Run 1, track usage over the die:
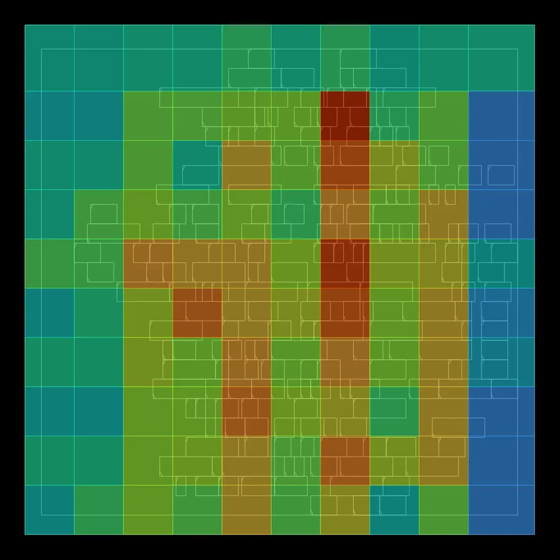
Run 1, M1 wires:
Supply wires on this layer in gray.
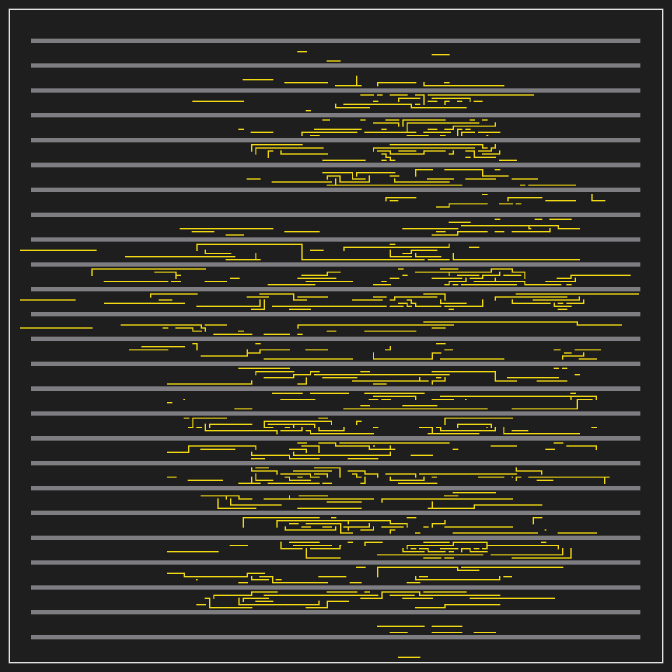
Run 1, placement density heat map:
7 x 7 tiles, from white (low) to dark blue (high), 0 to 100% covered.
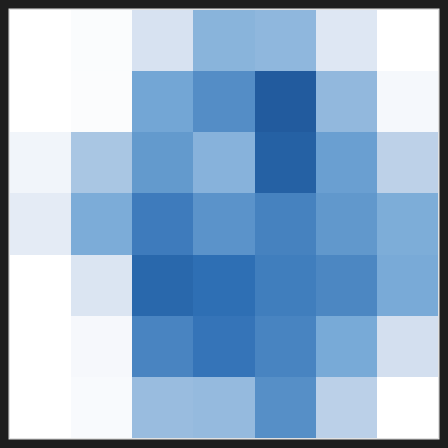
Run 1, placement by cell class:
The bar under the picture is 20 um long. Fill, decap, tap and diode cells in gray.
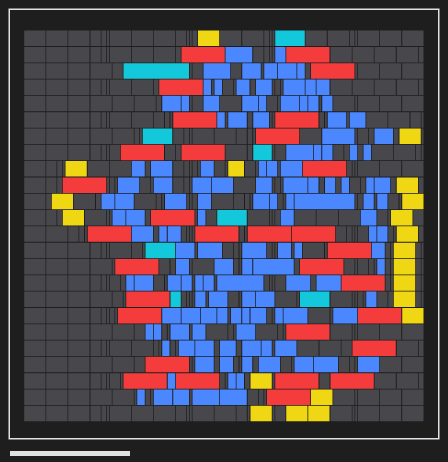
<file path="config.mk">
export PLATFORM = sky130hd
export DESIGN_NAME = pr_period_meter_flat
export DESIGN_NICKNAME = d
export VERILOG_FILES = /design/src/rtl/pr_period_meter_pkg.sv /design/src/rtl/pr_period_meter_if.sv /design/src/rtl/pr_period_meter_sat_ctr.sv /design/src/rtl/pr_period_meter.sv /design/src/flat_wrapper.sv
export SDC_FILE = /design/constraint.sdc
export NUM_CORES = 1
export LEC_CHECK = 0
export CORE_MARGIN = 2
export CORE_UTILIZATION = 37
export CTS_BUF_LIST = sky130_fd_sc_hd__clkbuf_8
export CTS_CLUSTER_SIZE = 25
export DETAILED_ROUTE_END_ITERATION = 10
export MAX_ROUTING_LAYER = met4
export PLACE_DENSITY = 0.66
export SLEW_MARGIN = 20
export SYNTH_ARGS = -nofsm -noshare
export SYNTH_HDL_FRONTEND = slang
export SYNTH_SLANG_ARGS = --single-unit
</file>
<file path="constraint.sdc">
create_clock -name clk -period 4.3 [get_ports clk]
set_clock_uncertainty 0.15 [all_clocks]
set_input_delay 0.43 -clock clk [delete_from_list [all_inputs] [get_ports clk]]
set_output_delay 0.43 -clock clk [all_outputs]
set_load 0.01 [all_outputs]
</file>
<file path="src/rtl/pr_period_meter_pkg.sv">
// Shared state encoding and width helpers for the pseudo-random period meter.
package pr_pkg;

  typedef enum logic [2:0] {
    IDLE,
    WARMUP,
    CAPTURE,
    MEASURE,
    VERIFY,
    REPORT
  } state_t;

  // Widths of 32 or more saturate to a 32-bit all-ones word.
  function automatic logic [31:0] all_ones(input int unsigned w);
    return (w >= 32) ? 32'hFFFF_FFFF : ((32'd1 << w) - 32'd1);
  endfunction

endpackage

</file>
<file path="src/rtl/pr_period_meter_if.sv">
// Sample/handshake bundle between a pseudo-random source and the period meter.
// The unstable flag exists only when PR_PERIOD_VERIFY_EN is defined.
interface pr_period_meter_if #(
  parameter int n  = 4,
  parameter int cw = 8
);
  logic          start;
  logic [n-1:0]  in;
  logic          in_valid;
  logic          busy;
  logic          done;
  logic [cw-1:0] period;
  logic          timeout;
  logic          full_period;
`ifdef PR_PERIOD_VERIFY_EN
  logic          unstable;

  modport master (output start, in, in_valid,
                  input  busy, done, period, timeout, full_period, unstable);
  modport slave  (input  start, in, in_valid,
                  output busy, done, period, timeout, full_period, unstable);
`else
  modport master (output start, in, in_valid,
                  input  busy, done, period, timeout, full_period);
  modport slave  (input  start, in, in_valid,
                  output busy, done, period, timeout, full_period);
`endif
endinterface

</file>
<file path="src/rtl/pr_period_meter_sat_ctr.sv">
// Saturating up-counter: clr wins over en, holds at all-ones; sat flags the ceiling.
module pr_sat_ctr
  import pr_pkg::*;
#(
  parameter int w = 8
) (
  input  logic         clk,
  input  logic         rst_n,
  input  logic         clr,
  input  logic         en,
  output logic [w-1:0] q,
  output logic         sat
);
  localparam logic [w-1:0] MAX = w'(all_ones(w));

  logic [w-1:0] cnt_d, cnt_q;

  always_comb begin
    cnt_d = cnt_q;
    if (clr) begin
      cnt_d = '0;
    end else if (en && (cnt_q != MAX)) begin
      cnt_d = cnt_q + w'(1);
    end
  end

  always_ff @(posedge clk) begin
    if (!rst_n) begin
      cnt_q <= '0;
    end else begin
      cnt_q <= cnt_d;
    end
  end

  assign q   = cnt_q;
  assign sat = (cnt_q == MAX);
endmodule

</file>
<file path="src/rtl/pr_period_meter.sv">
// Measures the recurrence period of an n-bit sample stream; done pulses one clk after the matching sample.
// Only in_valid cycles advance anything; PR_PERIOD_VERIFY_EN adds a second confirming pass and the unstable flag.
module pr_period_meter
  import pr_pkg::*;
#(
  parameter int n      = 4,
  parameter int warmup = 38,
  parameter int cw     = 8
) (
  input logic              clk,
  input logic              rst_n,
  pr_period_meter_if.slave bus
);
  localparam logic [cw-1:0] CNT_MAX  = cw'(all_ones(cw));
  localparam logic [cw-1:0] CNT_LAST = CNT_MAX - cw'(1);
  localparam logic [cw-1:0] FULL_P   = cw'(1) << n;
  localparam int            WW       = (warmup > 1) ? $clog2(warmup) : 1;
  localparam logic [WW-1:0] W_LAST   = (warmup > 0) ? WW'(warmup - 1) : '0;

  state_t        state_q, state_d;
  logic [n-1:0]  ref_q, ref_d;
  logic [cw-1:0] period_q, period_d;
  logic          timeout_q, timeout_d;
  logic          full_q, full_d;
`ifdef PR_PERIOD_VERIFY_EN
  logic          unstable_q, unstable_d;
`endif

  logic          w_clr, w_en, w_sat;
  logic          m_clr, m_en, m_sat;
  logic [WW-1:0] w_cnt;
  logic [cw-1:0] m_cnt, m_next;
  logic          hit, expire;

  pr_sat_ctr #(.w(WW)) u_warm_ctr (
    .clk(clk), .rst_n(rst_n), .clr(w_clr), .en(w_en), .q(w_cnt), .sat(w_sat)
  );

  pr_sat_ctr #(.w(cw)) u_meas_ctr (
    .clk(clk), .rst_n(rst_n), .clr(m_clr), .en(m_en), .q(m_cnt), .sat(m_sat)
  );

  // Match and expiry are judged on the same sample that bumps the count.
  assign m_next = m_cnt + cw'(1);
  assign hit    = (bus.in == ref_q);
  assign expire = (m_cnt == CNT_LAST) || m_sat;

  always_comb begin
    state_d    = state_q;
    ref_d      = ref_q;
    period_d   = period_q;
    timeout_d  = timeout_q;
    full_d     = full_q;
`ifdef PR_PERIOD_VERIFY_EN
    unstable_d = unstable_q;
`endif
    w_clr      = 1'b0;
    w_en       = 1'b0;
    m_clr      = 1'b0;
    m_en       = 1'b0;

    case (state_q)
      IDLE: begin
        if (bus.start) begin
          state_d    = (warmup > 0) ? WARMUP : CAPTURE;
          timeout_d  = 1'b0;
          full_d     = 1'b0;
`ifdef PR_PERIOD_VERIFY_EN
          unstable_d = 1'b0;
`endif
          w_clr      = 1'b1;
          m_clr      = 1'b1;
        end
      end
      WARMUP: begin
        if (bus.in_valid) begin
          w_en = 1'b1;
          if ((w_cnt == W_LAST) || w_sat) state_d = CAPTURE;
        end
      end
      CAPTURE: begin
        if (bus.in_valid) begin
          ref_d   = bus.in;
          m_clr   = 1'b1;
          state_d = MEASURE;
        end
      end
      MEASURE: begin
        if (bus.in_valid) begin
          m_en = 1'b1;
          if (hit) begin
            period_d = m_next;
`ifdef PR_PERIOD_VERIFY_EN
            m_clr    = 1'b1;
            state_d  = VERIFY;
`else
            state_d  = REPORT;
`endif
          end else if (expire) begin
            period_d  = CNT_MAX;
            timeout_d = 1'b1;
            state_d   = REPORT;
          end
        end
      end
`ifdef PR_PERIOD_VERIFY_EN
      // Second pass keeps the first period as the result and only flags disagreement.
      VERIFY: begin
        if (bus.in_valid) begin
          m_en = 1'b1;
          if (hit) begin
            unstable_d = (m_next != period_q);
            state_d    = REPORT;
          end else if (expire) begin
            timeout_d = 1'b1;
            state_d   = REPORT;
          end
        end
      end
`endif
      REPORT: begin
        full_d  = (period_q == FULL_P) && !timeout_q;
        state_d = IDLE;
      end
      default: state_d = IDLE;
    endcase
  end

  always_ff @(posedge clk) begin
    if (!rst_n) begin
      state_q    <= IDLE;
      ref_q      <= '0;
      period_q   <= '0;
      timeout_q  <= 1'b0;
      full_q     <= 1'b0;
`ifdef PR_PERIOD_VERIFY_EN
      unstable_q <= 1'b0;
`endif
    end else begin
      state_q    <= state_d;
      ref_q      <= ref_d;
      period_q   <= period_d;
      timeout_q  <= timeout_d;
      full_q     <= full_d;
`ifdef PR_PERIOD_VERIFY_EN
      unstable_q <= unstable_d;
`endif
    end
  end

  assign bus.busy        = (state_q == WARMUP) || (state_q == CAPTURE) ||
                           (state_q == MEASURE) || (state_q == VERIFY);
  assign bus.done        = (state_q == REPORT);
  assign bus.period      = period_q;
  assign bus.timeout     = timeout_q;
  // full_period is already valid in the done cycle, then held.
  assign bus.full_period = (state_q == REPORT) ? full_d : full_q;
`ifdef PR_PERIOD_VERIFY_EN
  assign bus.unstable    = unstable_q;
`endif
endmodule

</file>
<file path="src/flat_wrapper.sv">
// flat-port wrapper written by rule: the top's interface ports become plain ports
module pr_period_meter_flat import pr_pkg::*;
#(
  parameter int n      = 4,
  parameter int warmup = 38,
  parameter int cw     = 8
)
  (clk, rst_n, bus_start, bus_in, bus_in_valid, bus_busy, bus_done, bus_period, bus_timeout, bus_full_period);
  pr_period_meter_if #(.n(n), .cw(cw)) bus_i ();
  input logic clk;
  input logic rst_n;
  input wire logic [$bits(bus_i.start)-1:0] bus_start;
  input wire logic [$bits(bus_i.in)-1:0] bus_in;
  input wire logic [$bits(bus_i.in_valid)-1:0] bus_in_valid;
  output wire logic [$bits(bus_i.busy)-1:0] bus_busy;
  output wire logic [$bits(bus_i.done)-1:0] bus_done;
  output wire logic [$bits(bus_i.period)-1:0] bus_period;
  output wire logic [$bits(bus_i.timeout)-1:0] bus_timeout;
  output wire logic [$bits(bus_i.full_period)-1:0] bus_full_period;
  assign bus_i.start = bus_start;
  assign bus_i.in = bus_in;
  assign bus_i.in_valid = bus_in_valid;
  assign bus_busy = bus_i.busy;
  assign bus_done = bus_i.done;
  assign bus_period = bus_i.period;
  assign bus_timeout = bus_i.timeout;
  assign bus_full_period = bus_i.full_period;
  pr_period_meter #(.n(n), .warmup(warmup), .cw(cw)) u_core (.clk(clk), .rst_n(rst_n), .bus(bus_i));
endmodule
</file>
==> results.yml, run 1 <==
# generated from flow reports
outcome:
  status: "completed"
drt:
  totalWireLength_um: 3100
  drt_pass1_iterations: 4
setup_path:
  path_buffers: 2
  path_delay_family: "buffers and inverters"
  slowest_stage: "clkdlybuf4s50_1"
cells_and_area:
  syn_to_final_growth_pct: 17.8
  nNetsFinal: 204
  utilization_pct: 45.4
yosys:
  ys_sh_adder_pct: 2.98
  seq_area_frac_synth_pct: 37.0
  ys.flops: 31
global_route:
  grt_pass1_vias: 1232
  grt_max_degree: 16
die:
  coreArea_um2: 4350
power:
  switching_power_uw: 130
cts:
  cts_setup_buffers: 0
  clk_pin_slew_ns: 0.07
placed_design:
  place_congestion: 0.784
final_timing:
  setup_ws_ns: 1.61
min_path:
  hp-class: "reg2reg"
Back to the opening pictures, 'track usage over the die':
met2 usage: 19.8%
GRT Overall Usage: 14.4%
Wirelength per Cell: 12.7 um
met1 Usage GRT: 18.9%
grt met3 use: 3.38%

Back to the opening pictures, 'M1 wires':
nets with wire on the layer: 187
main direction: horizontal
longest straight run: 17.0 um
wire length on this layer: 1660 um

Back to the opening pictures, 'placement density heat map':
nearly empty tiles: 16%
fullest tile: 83%
tiles over 75% full: 6.1%

Back to the opening pictures, 'placement by cell class':
legend:
  yellow:
    class: other buffers and delay cells
    cells: 20
    share_of_their_area: 10%
  blue:
    class: all other logic
    cells: 134
    share_of_their_area: 51%
  cyan:
    class: clock drivers and dummy loads
    cells: 8
    share_of_their_area: 5.9%
  red:
    class: flip-flops
    cells: 31
    share_of_their_area: 32%

Run 1, I/O nets highlighted:
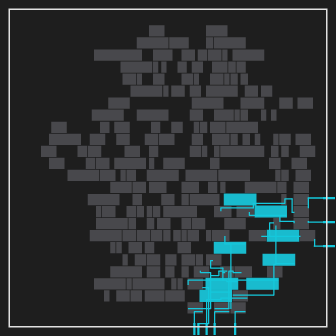

==> run 2, diff against run 1 <==
==> constraint.sdc (replaced) <==
create_clock -name clk -period 2.5 [get_ports clk]
set_clock_uncertainty 0.15 [all_clocks]
set_input_delay 0.25 -clock clk [delete_from_list [all_inputs] [get_ports clk]]
set_output_delay 0.25 -clock clk [all_outputs]
set_load 0.01 [all_outputs]
Run 2, I/O nets highlighted:
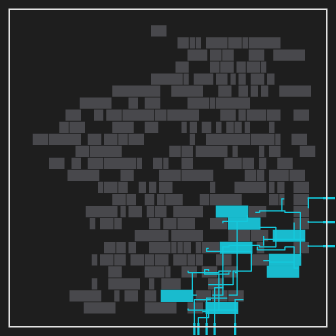
legend:
  cyan:
    port: bus_period
    bits: 8
    direction: output
    end_cells: 8
    buffers: 8
    wire: 252 um

Run 2, placement by cell class:
The bar under the picture is 20 um long. Fill, decap, tap and diode cells in gray.
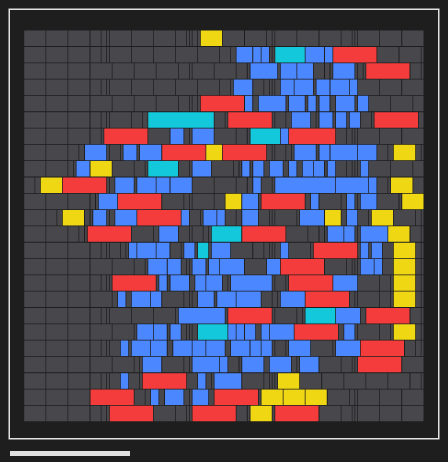
legend:
  red:
    class: flip-flops
    cells: 31
    share_of_their_area: 32%
  cyan:
    class: clock drivers and dummy loads
    cells: 8
    share_of_their_area: 6.1%
  yellow:
    class: other buffers and delay cells
    cells: 22
    share_of_their_area: 11%
  blue:
    class: all other logic
    cells: 134
    share_of_their_area: 51%

==> run 2 against run 1 <==
Die area did not move; total power rose by 76%; final cell count rose by 0.82%; critical path depth fell by 1; clock power rose by 79%; count of clock-buffer cells in the layout rose by 1; sequential share of layout area fell by 0.35 points; via count fell by 0.77%; first-iteration DRC count rose by 0.87%; sequential power rose by 73%; register-to-register slack got worse by 1.8 ns; largest power group is now the clock network; highest routed layer unchanged.
==> results.yml, run 2 <==
# generated from flow reports
drt:
  routed.top_layer: "met4"
  drc_errors: 0
  drt_pass1_iterations: 4
  routed-wl-met2_um: 1370
  totalWireLength_um: 3290
global_route:
  antenna_found_initial: 0
  grt_max_degree: 15
  met2_usage_pct: 20.0
  grt_pass1_vias: 1191
  grt_use_met3_pct: 3.38
cts:
  cts_setup_buffers: 0
  htreeDepth: 2
  cts_tree: "yes"
die:
  num_rows: 24
  coreArea_um2: 4350
  taps: 52
outcome:
  status: "completed"
yosys:
  ys.flops: 31
  seq_area_frac_synth_pct: 37.0
  most_common_cell: "dfxtp_1"
  ys_sh_adder_pct: 2.98
setup_path:
  slowest_delay_ns: 0.55
  crit_fanout: 9
  slowest_stage: "clkdlybuf4s50_1"
  path_buffers: 1
  path_delay_family: "buffers and inverters"
  crit_path_start: "u_core.state_q[2]"
power:
  fin_total_pwr_mw: 1.07
  switching_power_uw: 219
cells_and_area:
  clkbuf_count: 6
  nNetsFinal: 206
  syn_to_final_growth_pct: 19.4
final_timing:
  tightest_slew_ns: 0.437
  timing.setup.tns_ns: 0
  setup_ws_ns: 0.230
  hold_ws_ns: 0.332
placed_design:
  dp_slack_ns: 0.348
  place_congestion: 0.792
job:
  tool_warnings: 28
min_path:
  hp-class: "reg2reg"
Run 2, track usage over the die:
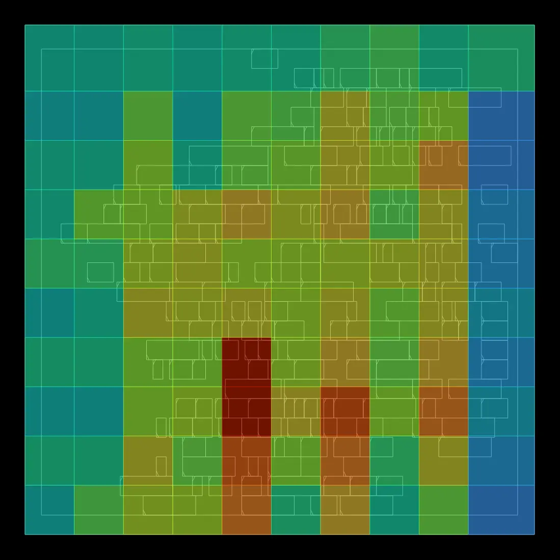
Wirelength per Cell: 13.3 um
GRT busiest layer: met2
GRT Overall Usage: 14.1%
Final Util: 46.0%

Power figures rest on the tool's default switching activity, not on a simulated workload.
